<file path="src/rtl/mux_scan_nch.sv">
// N-channel registered mux: manual select or auto-scan over masked channels
// with a programmable dwell per channel. All outputs are registered.
module mux_scan_nch #(
  parameter  int N_CH  = 4,
  parameter  int DW    = 1,
  parameter  int DWELL = 1,
  localparam int SELW  = $clog2(N_CH)
) (
  input  logic               clk,
  input  logic               rst_n,
  input  logic               en,
  input  logic               mode,
  input  logic [SELW-1:0]    sel,
  input  logic [N_CH-1:0]    ch_mask,
  input  logic [N_CH*DW-1:0] din,
  output logic [DW-1:0]      y,
  output logic [SELW-1:0]    y_ch,
  output logic               y_valid,
  output logic               wrap
);

  localparam int CW = (DWELL > 1) ? $clog2(DWELL) : 1;

  localparam logic [1:0] S_IDLE   = 2'd0;
  localparam logic [1:0] S_MANUAL = 2'd1;
  localparam logic [1:0] S_SCAN   = 2'd2;

  logic [1:0]      state, state_nxt;
  logic [SELW-1:0] ptr, ptr_nxt;
  logic [CW-1:0]   dwell_cnt, cnt_cur;
  logic            ptr_hit, sel_hit, any_mask, found;
  logic [DW-1:0]   ptr_data, sel_data;
  int unsigned     idx;

  always_comb begin
    state_nxt = !en ? S_IDLE : (mode ? S_SCAN : S_MANUAL);
    // Entering scan always starts a fresh dwell on the retained pointer
    cnt_cur   = (state == S_SCAN) ? dwell_cnt : '0;
    any_mask  = |ch_mask;
    ptr_hit   = 1'b0;
    ptr_data  = '0;
    sel_hit   = 1'b0;
    sel_data  = '0;
    // Loop-based selection keeps out-of-range selects from indexing past din/ch_mask
    for (int unsigned i = 0; i < N_CH; i++) begin
      if (SELW'(i) == ptr) begin
        ptr_hit  = ch_mask[i];
        ptr_data = din[i*DW +: DW];
      end
      if (SELW'(i) == sel) begin
        sel_hit  = ch_mask[i];
        sel_data = din[i*DW +: DW];
      end
    end
    ptr_nxt = ptr;
    found   = 1'b0;
    idx     = 0;
    for (int unsigned k = 1; k <= N_CH; k++) begin
      idx = (32'(ptr) + k) % unsigned'(N_CH);
      if (!found && ch_mask[idx]) begin
        ptr_nxt = SELW'(idx);
        found   = 1'b1;
      end
    end
  end

  always_ff @(posedge clk or negedge rst_n) begin
    if (!rst_n) begin
      state     <= S_IDLE;
      ptr       <= '0;
      dwell_cnt <= '0;
      y         <= '0;
      y_ch      <= '0;
      y_valid   <= 1'b0;
      wrap      <= 1'b0;
    end else begin
      state <= state_nxt;
      case (state_nxt)
        S_MANUAL: begin
          y_ch      <= sel;
          y         <= sel_hit ? sel_data : '0;
          y_valid   <= sel_hit;
          wrap      <= 1'b0;
          dwell_cnt <= '0;
        end
        S_SCAN: begin
          if (!any_mask) begin
            y         <= '0;
            y_valid   <= 1'b0;
            wrap      <= 1'b0;
            dwell_cnt <= '0;
          end else if (ptr_hit) begin
            y       <= ptr_data;
            y_ch    <= ptr;
            y_valid <= 1'b1;
            if (cnt_cur == CW'(DWELL - 1)) begin
              ptr       <= ptr_nxt;
              dwell_cnt <= '0;
              wrap      <= (ptr_nxt <= ptr);
            end else begin
              dwell_cnt <= cnt_cur + CW'(1);
              wrap      <= 1'b0;
            end
          end else begin
            y         <= '0;
            y_valid   <= 1'b0;
            ptr       <= ptr_nxt;
            dwell_cnt <= '0;
            wrap      <= (ptr_nxt <= ptr);
          end
        end
        default: begin
          y         <= '0;
          y_valid   <= 1'b0;
          wrap      <= 1'b0;
          dwell_cnt <= '0;
        end
      endcase
    end
  end

endmodule

</file>
<file path="config.mk">
export PLATFORM = sky130hd
export DESIGN_NAME = mux_scan_nch
export DESIGN_NICKNAME = d
export VERILOG_FILES = /design/src/rtl/mux_scan_nch.sv
export SDC_FILE = /design/constraint.sdc
export NUM_CORES = 1
export LEC_CHECK = 0
export CAP_MARGIN = 25
export CORE_UTILIZATION = 46
export DETAILED_ROUTE_END_ITERATION = 10
export PLACE_DENSITY = 0.77
export SYNTH_ARGS = -nofsm -noshare
export SYNTH_HDL_FRONTEND = slang
export SYNTH_SLANG_ARGS = --single-unit
</file>
<file path="constraint.sdc">
create_clock -name clk -period 3 [get_ports clk]
set_clock_uncertainty 0.2 [all_clocks]
set_input_delay 0.45 -clock clk [delete_from_list [all_inputs] [get_ports clk]]
set_output_delay 0.45 -clock clk [all_outputs]
set_load 0.1 [all_outputs]
</file>
Figure 1. The metal 2 layer (run 1).
Cells faint in the background.
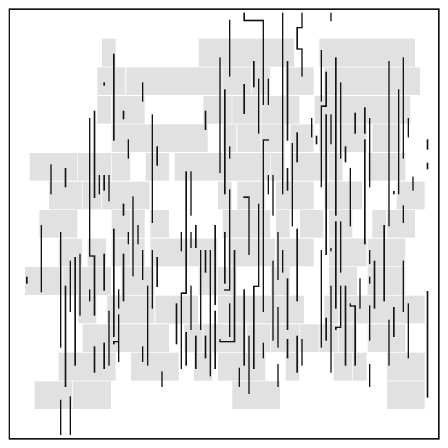
The layer carries 710 um of wire. 100 nets have wire on it. The layer holds 50% of the routed length.
Global Route met2 Usage: 35.55%
routed wire length: 1425 um
vias: 638

Figure 2. Congestion heat map (run 1).
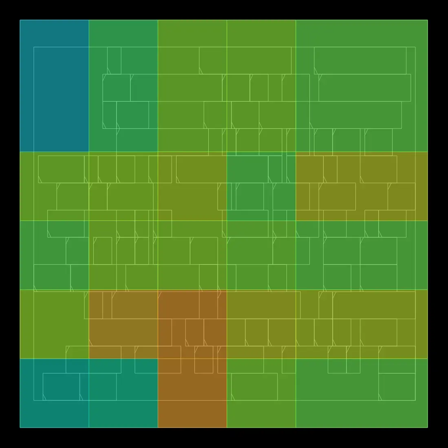
busiest grt layer: met2
met1 Resource Use GR: 24.09%
WL/cell: 12.84 um
GRT Util Overall: 19.84%
GR Util met3: 6.522%

==> results.toml, run 1 <==
# generated from flow reports
[pwr]
power.group.top = "combinational logic"
seqPwrFrac_pct = 15.5
power.switching_uw = 467.5
powerClk_uw = 82.4
p_clk_share_pct = 9.0
switching_share_pct = 51.13
power_leakage_nw = 0.3954
p_comb_uw = 690
sequentialPower_uw = 142
pwr-share-comb_pct = 75.5
p_int_uw = 446.9

[clock_tree]
insertion_delay_ns = 0.24
clk_pin_slew_ns = 0.05
clockBufferDepth = 2
cts_num_sinks = 7
cts_tree = "yes"
postCtsSetupRepairBufs = 0
htreeDepth = 1
cts_made_buffers = 3
hold_buffers = 0
cts_resized = 0

[synthesis]
synth_seq_share_pct = 25.32
simple_gate_share_pct = 17.54
ys.flops = 7
synthTopLogicFamily = "AND-OR/OR-AND gates"
ys_types = 28
ys_warn_count = 0
synthAoiAreaFrac_pct = 21.34
yosys_cells = 74
synthAdderAreaFrac_pct = 10.85
top_area_cell = "dfrtp_1"
synthFlopType = "dfrtp_1"
synth_cells = 74
synthMuxAreaShare_pct = 17.36
syn_avg_cell_area_um2 = 9.350
synth_async_sr_flop_share_pct = 100.0
synthesis.nets = 94
syn_area_um2 = 691.9
synth_xor_xnor_area_share_pct = 2.532
synth_chip_area_um2 = 691.9
synth_top_area_share_pct = 25.32

[placement]
dpl.cell_count = 107
pre_cts_ws_ns = 0.2846
dp_hpwl_um = 1138
gp_congestion = 0.7127
post_dp_cell_area_um2 = 877.1

[timing]
tightest_slew_ns = 0.3491
fmax_mhz = 399.8
finalClockPeriodUsage_pct = 83.38
hold_viol_final = 0
setup_viol = 0
min_period_ns = 2.501
slew_viol_final = 0
slew-limit-headroom_pct = 76.54
rsz0062_at_grt = "false"
whs_ns = 0.2561
fin_setup_tns_ns = 0

[die]
rows = 13
ios = 19
die-height_um = 40.79
dieArea_um2 = 1663
fp-utilization_pct = 51.25
core_area_um2 = 1350
die_w_um = 40.79

[drt]
highest-signal-layer = "met3"
wl_met3_um = 76
route.met2.wl_um = 709
drt_iter0_markers = 7
drtPass1Iterations = 4
ant_nets = 0
met1_length_um = 639
viasPerCell = 5.748

[min_path]
hold_class = "in2async"

[critical_path]
critical_path_class = "reg2reg"
cpPeakStageDelay_ns = 0.48
crit_buf_inv = 1
crit_end = "wrap"
crit_fanout = 9
worstSetupStartpointType = "flop"
worstSetupStartpoint = "ptr[0]"
rr_startpoint = "ptr[0]"
crit_arrival_ns = 2.47
slowest_stage = "ha_1"
ff2ff_setup_slack_ns = 0.50
r2r_cells = 11
r2r-end = "wrap"

[final_layout]
final_cell_mix = "clkdlybuf4s50_1, a21oi_1, buf_4, dfrtp_1"
final_util_pct = 66.91
antenna_cells = 0
drive_above_1_share_pct = 20.83
syn2layout_area_growth_pct = 30.56
num-fill-cells = 126
fin_cells = 111

[global_route]
antenna_found_initial = 0
grt.overflow.total = 0
grt_pass1_vias = 531
grt_pass1_wl_um = 2201

[run]
drv_cap = 0
tool_warnings = 29

[status]
status = "complete, no violations"
Figure 3. The metal 3 layer (run 1).
Scale bar: 10 um.
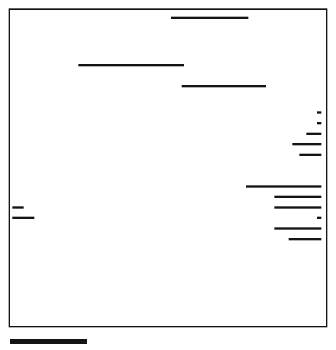
The layer holds 5.3% of the routed length. The longest straight run is 13.3 um. 15 nets have wire on it. The layer carries 76.1 um of wire. The wires run mostly horizontal.

==> run 1: synth_stat cells (3+ instances only) <==
cell,number
ha_1,6
mux4_2,3
mux2i_1,3
nand2_1,6
inv_1,5
o21ai_0,4
nand2b_1,3
o22ai_1,3
a21oi_1,11
dfrtp_1,7
==> run 1: final cells by class <==
class / count / area, um2 / area share, %
inverters: 5 / 18.77 / 2.078
repair buffers: 20 / 182.7 / 20.22
well taps: 15 / 18.77 / 2.078
flip-flops and latches: 7 / 175.2 / 19.39
multi-input cells: 60 / 481.7 / 53.32
clock buffers: 4 / 26.28 / 2.909
==> run 1: flip-flops by register name (all words and copies together) (netlist names) <==
signal and flops:
ptr 2, y_ch 2, wrap 1, y 1, y_valid 1
Figure 4. Logic cells by family (run 1).
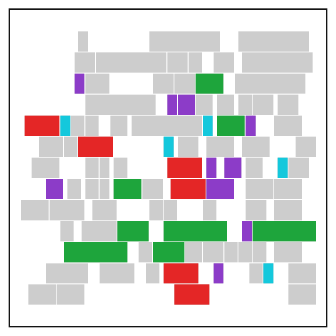

==> inputs of run 2 (changes only) <==
Settings changed: CORE_UTILIZATION 46 to 42, PLACE_DENSITY 0.77 to 0.74.
Clock period 3 ns to 2.2 ns, I/O delays scaled along.
Figure 5. Logic cells by family (run 2).
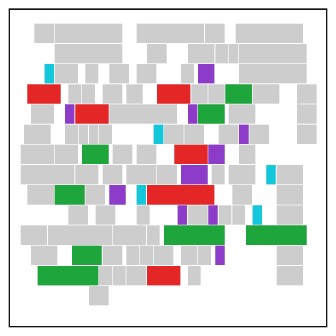
nand cells: marked purple, cells 10, most used nand2_1. fa/ha/maj cells: marked red, cells 6, most used ha_1. mux cells: marked green, cells 8. inv cells: marked cyan, cells 5, most used inv_1.
fraction of area in multi-input gates: 49.16%
Layout Cells excl Fill: 126
Commonest Layout Cell: buf_4

Figure 6. Clock wires, drivers and flops (run 2).
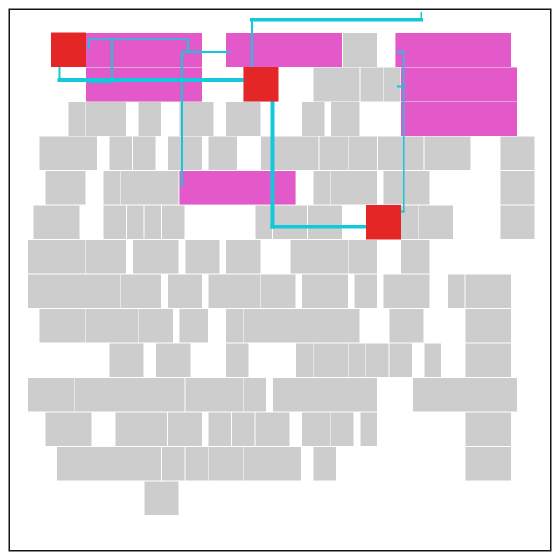
clock-net drivers: marked red, count 3. clock wires: marked cyan, length 102 um. flip-flops: marked magenta, count 7.
There are 4 routed clock nets.
clk pwr: 115 uW
Worst-Skew Late Latency: 0.25 ns
Clock power frac: 7.8%

==> run 2 against run 1 <==
Compared with the run above: the run now ends with setup timing left; setup slack worse by 0.58 ns; global-route usage up 1.2 points; register-to-register slack got worse by 0.58 ns; sequential power is 41% higher; synthesized area did not move; cell area up 16%; worst hold slack worse by 0.13 ns; critical path type unchanged.
==> results.toml, run 2 <==
# generated from flow reports
[status]
status = "complete, but fails checks"
violations = "setup timing"

[final_layout]
mi_logic_area_um2 = 514.2
reg_top3 = "ptr x2, y_ch x2"
area_share_nonclk_buffers_pct = 27.87
inv_count = 5
final_util_pct = 68.64
final_area_um2 = 1046
antenna_cells = 0
clock_cell_area_share_pct = 2.512
final_cell_mix = "buf_4, clkdlybuf4s50_1, a21oi_1, dfrtp_1, nand2_1"
seq_share_pct = 16.75
clock_buffers = 4
num-fill-cells = 128
seq_area_um2 = 175.2
largestClassByArea = "multi-input combinational cells"
seq_cells = 7
nMultiInputCombCells = 60
signal_buffers = 34
drive_above_1_share_pct = 34.55
nets = 131
syn2layout_area_growth_pct = 51.17

[timing]
finalClockPeriodUsage_pct = 103.5
setup_viol = 1
fin_ws_ns = -0.07744
slew-limit-headroom_pct = 76.55
hold_viol_final = 0
fmax_mhz = 439.1
tightest_slew_ns = 0.3488
fin_setup_tns_ns = -0.07744
rsz0062_at_grt = "true"
whs_ns = 0.1301
min_period_ns = 2.277
slew_viol_final = 0

[critical_path]
critical_path_class = "reg2reg"
worstSetupEndpointType = "flop"
crit_buf_inv = 1
required_ns = 2.17
crit_arrival_ns = 2.25
worstSetupStartpointType = "flop"
cpPeakStageDelay_ns = 0.38
crit_fanout = 9
slowest_stage = "dfrtp_1"
crit_end = "wrap"
rr_startpoint = "ptr[0]"
r2r_cells = 10
worstSetupStartpoint = "ptr[0]"
ff2ff_setup_slack_ns = -0.08
r2r-end = "wrap"
cp_cell_sequence = "buf_6 > mux2_2 > a211oi_4 > o21ai_2 > nor2_1 > nor2_1 > ha_1 > a21oi_1 > a21oi_1 > nor3_1"
critical_path_cell_count = 10
crit_family = "AND-OR/OR-AND gates"

[synthesis]
simple_gate_share_pct = 17.54
syn_avg_cell_area_um2 = 9.350
yosysMostFrequentCell = "a21oi_1"
synthMuxAreaShare_pct = 17.36
yosys-top-cells-area = "dfrtp_1, ha_1, mux4_2, a21oi_1, mux2i_1"
syn_area_um2 = 691.9
yosys_cells = 74
synthFlopType = "dfrtp_1"
edf_count = 0
synth_top_area_share_pct = 25.32
ys_types = 28
synthAdderAreaFrac_pct = 10.85
top_area_cell = "dfrtp_1"
synthesis.nets = 94
ys_warn_count = 0
synth_chip_area_um2 = 691.9
synth_seq_share_pct = 25.32
synth_cells = 74
synthAoiAreaFrac_pct = 21.34
synth_xor_xnor_area_share_pct = 2.532
ys.flops = 7
synth_async_sr_flop_share_pct = 100.0
common_cells = "a21oi_1, dfrtp_1, ha_1, nand2_1, inv_1"
synthTopLogicFamily = "AND-OR/OR-AND gates"

[placement]
post_dp_cell_area_um2 = 975.9
numPortBuffers = 18
gp_congestion = 0.7917
pre_cts_ws_ns = -0.3312
dpl.cell_count = 121
dp_hpwl_um = 1301

[clock_tree]
clk_pin_slew_ns = 0.05
htreeDepth = 1
clockBufferDepth = 2
cts_made_buffers = 3
postCtsSetupRepairBufs = 1
cts_resized = 5
root_buffer = "clkbuf_4"
cts_num_sinks = 7
cts_tree = "yes"
hold_buffers = 0

[drt]
viasPerCell = 5.587
met1_length_um = 713
wl_um = 1722
drt_iter0_markers = 9
highest-signal-layer = "met4"
routedWlPerCell_um = 13.67
wl_met3_um = 113
route.met2.wl_um = 878
drtPass1Iterations = 4
drc = 0
routed-via-count = 704
ant_nets = 0

[pwr]
power_mw = 1.479
seqPwrFrac_pct = 13.5
switching_share_pct = 48.87
power.density_nw_per_um2 = 1414
pwr-share-comb_pct = 78.7
ir_drop_v = 0.0008077
power_leakage_nw = 0.4705
power.switching_uw = 722.9
p_int_uw = 756.2

[run]
tool_warnings = 32
drv_cap = 0

[die]
die-height_um = 42.59
tapCellCount = 16
dieArea_um2 = 1814
die_w_um = 42.59
rows = 14
ios = 19
fp-utilization_pct = 45.40
core_area_um2 = 1524

[global_route]
grtUsageMet2_pct = 36.00
grt_use_met3_pct = 8.621
grt_use_met1_pct = 24.26
gr-usage-all-layers_pct = 21.02
grt.overflow.total = 0
grt_max_degree = 10
antenna_found_initial = 0
grt_pass1_wl_um = 2829
top_usage_layer = "met2"
grt_pass1_vias = 662

[min_path]
hold_class = "in2async"
run 2: cell counts after synthesis:
No cell type changed its count.
run 2: power groups by stage:
stage / logic (mW) / clock network, mW / registers [mW]
finish: 1.16 / 0.115 / 0.200
global route: 1.26 / 0.129 / 0.204
CTS: 1.14 / 0.123 / 0.199
detailed placement: 1.02 / 0 / 0.198
global placement: 1.02 / 0 / 0.195
floorplan: 0.598 / 0 / 0.391
run 2: cells by family (layout without fill, tap and decap cells):
kind of cell    after synthesis  in the layout
compound gates               25             25
simple gates                 19             19
mux                           8              8
flops                         7              7
buf+inv                       7             43
fa+ha+maj                     6              6
xor+xnor                      2              2
Figure 7. The metal 2 layer (run 2).
Cells faint in the background.
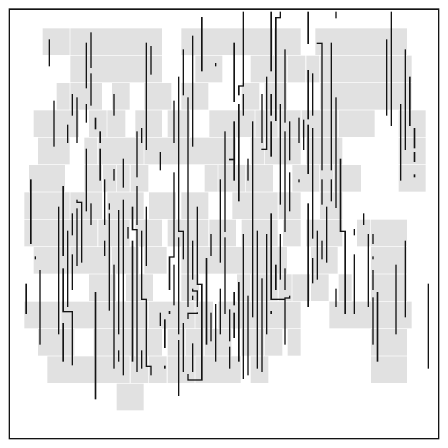

==> inputs of run 3 (changes only) <==
Settings changed: CAP_MARGIN 25 to default, CORE_UTILIZATION 42 to 50, DONT_BUFFER_PORTS from default to 1, PLACE_DENSITY 0.74 to 0.68, SLEW_MARGIN from default to 20.
Figure 8. The metal 2 layer (run 3).
Cells faint in the background.
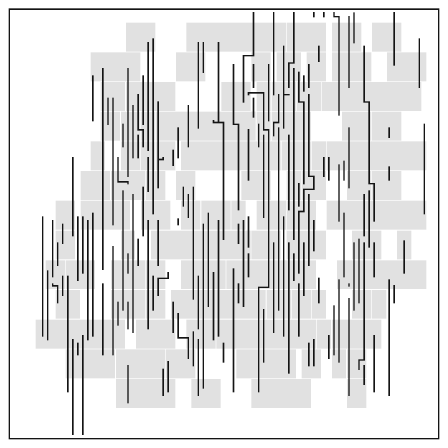
97 nets have wire on it. The wires run mostly vertical. The longest straight run is 18.4 um. The layer carries 827 um of wire.
vias: 649
Global Route met2 Usage: 41.25%
routed wire length: 1570 um

==> run 3 against run 2 <==
Compared with the run above: worst hold slack lost 0.059 ns; synthesized area is the same; the run ends with DRC, setup timing left; count of clock-buffer cells in the layout is the same; largest cell class unchanged; combinational power is essentially flat; critical endpoint unchanged; clock power is essentially flat; first-iteration DRC count shrank 56%; via count shrank 7.8%; sequential cell count is the same; utilization shrank 0.75 points.
==> results.toml, run 3 <==
# generated from flow reports
[clock_tree]
root_buffer = "clkbuf_4"
cts_resized = 3
htreeDepth = 1
cts_tree = "yes"
cts_made_buffers = 3
insertion_delay_ns = 0.25
cts_num_sinks = 7
postCtsSetupRepairBufs = 0

[pwr]
switching_share_pct = 48.12
p_comb_mw = 1.14
p_clk_share_pct = 8.1
power.switching_uw = 695.5
power.group.top = "combinational logic"
sequentialPower_uw = 193
powerClk_uw = 117
ir_drop_v = 0.0007885
pwr-share-comb_pct = 78.6
power_leakage_nw = 0.3910

[synthesis]
synthesis.nets = 94
edf_count = 0
common_cells = "a21oi_1, dfrtp_1, ha_1, nand2_1, inv_1"
synthAdderAreaFrac_pct = 10.85
ys_warn_count = 0
yosys_cells = 74
synth_xor_xnor_area_share_pct = 2.532
synthAoiAreaFrac_pct = 21.34
synthTopLogicFamily = "AND-OR/OR-AND gates"
synth_cells = 74
simple_gate_share_pct = 17.54
syn_area_um2 = 691.9
ys.flops = 7
ys_types = 28
synth_top_area_share_pct = 25.32
top_area_cell = "dfrtp_1"
syn_avg_cell_area_um2 = 9.350
synthFlopType = "dfrtp_1"

[global_route]
grt_max_degree = 10
grt_pass1_wl_um = 2394
grt.overflow.total = 0
gr-usage-all-layers_pct = 23.35

[final_layout]
final_cell_mix = "buf_4, a21oi_1, dfrtp_1, nand2_1"
mi_logic_area_um2 = 504.2
final_util_pct = 67.88
seq_cells = 7
area_share_nonclk_buffers_pct = 15.86
drive_above_1_share_pct = 37.23
largestClassByArea = "multi-input combinational cells"
clock_buffers = 4
nMultiInputCombCells = 60
clock_cell_area_share_pct = 2.975
final_area_um2 = 883.3
antenna_cells = 0
lay_top_count = "buf_4"
inv_count = 5
seq_share_pct = 19.83
num-fill-cells = 107

[timing]
slew_viol_final = 0
tightest_slew_ns = 0.3189
slew-limit-headroom_pct = 78.67
finalClockPeriodUsage_pct = 103.5
setup_viol = 1
fin_ws_ns = -0.07665
hold_viol_final = 0

[die]
die_w_um = 39.20
ios = 19
dieArea_um2 = 1537
die-height_um = 39.20
core_area_um2 = 1301
tapCellCount = 15

[critical_path]
crit_buf_inv = 2
ff2ff_setup_slack_ns = -0.08
rr_startpoint = "ptr[0]"
cp_cell_sequence = "inv_2 > ha_4 > buf_4 > a21oi_1 > o21ai_0 > a22oi_1 > nor2_1 > ha_1 > a21oi_1 > a21oi_1 > nor3_1"
r2r-end = "wrap"
required_ns = 2.16
cpPeakStageDelay_ns = 0.38
critical_path_class = "reg2reg"
worstSetupStartpointType = "flop"
crit_fanout = 5
critical_path_cell_count = 11

[status]
violations = "DRC, setup timing"
status = "complete, but fails checks"

[placement]
numPortBuffers = 0
dp_hpwl_um = 1211
gp_congestion = 0.7718
pre_cts_ws_ns = -0.1330

[min_path]
hold_class = "in2reg"

[run]
drv_cap = 0

[drt]
drc = 1
routedWlPerCell_um = 14.40
ant_nets = 0
Figure 9. Logic cells by family (run 3).
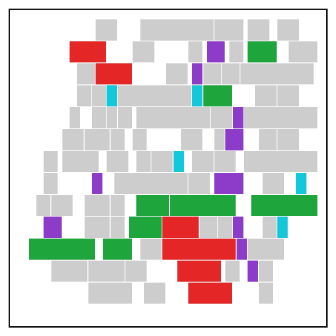
mux cells: marked green, cells 8. fa/ha/maj cells: marked red, cells 6, most used ha_1. inv cells: marked cyan, cells 5, most used inv_1. nand cells: marked purple, cells 10, most used nand2_1.
fraction of area in multi-input gates: 57.08%
Layout Cells excl Fill: 109

## run 3: cell count changes in the layout (fill, tap and decap cells not counted), moves of 2 or more
cell,before,now
a211oi_2,0,2
buf_4,20,16
clkdlybuf4s50_1,13,0
dlygate4sd3_1,0,2
ha_1,5,3
ha_2,0,2
## run 3: routing by layer
metal	GRT usage, %	share of wire, %	up-vias
met5	0	0	-
met2	41.25	53	18
met3	5.202	5.1	0
met4	7.759	0	0
met1	27.27	42	311
li1	-	-	320
## run 3: through the flow
step	power [mW]	instances	hold slack (ns)	TNS, ns
final	1.445	109	0.07086	-0.07665
after global routing	1.563	109	0.06821	-0.2911
after CTS	1.407	107	0.06290	-0.1219
after detailed placement	1.241	101	-0.1655	-0.1330
after global placement	1.209	101	-0.1655	-0.09159
after floorplan	0.9882	74	-0.1656	-0.2857
Power is estimated from default activity; no workload was simulated.
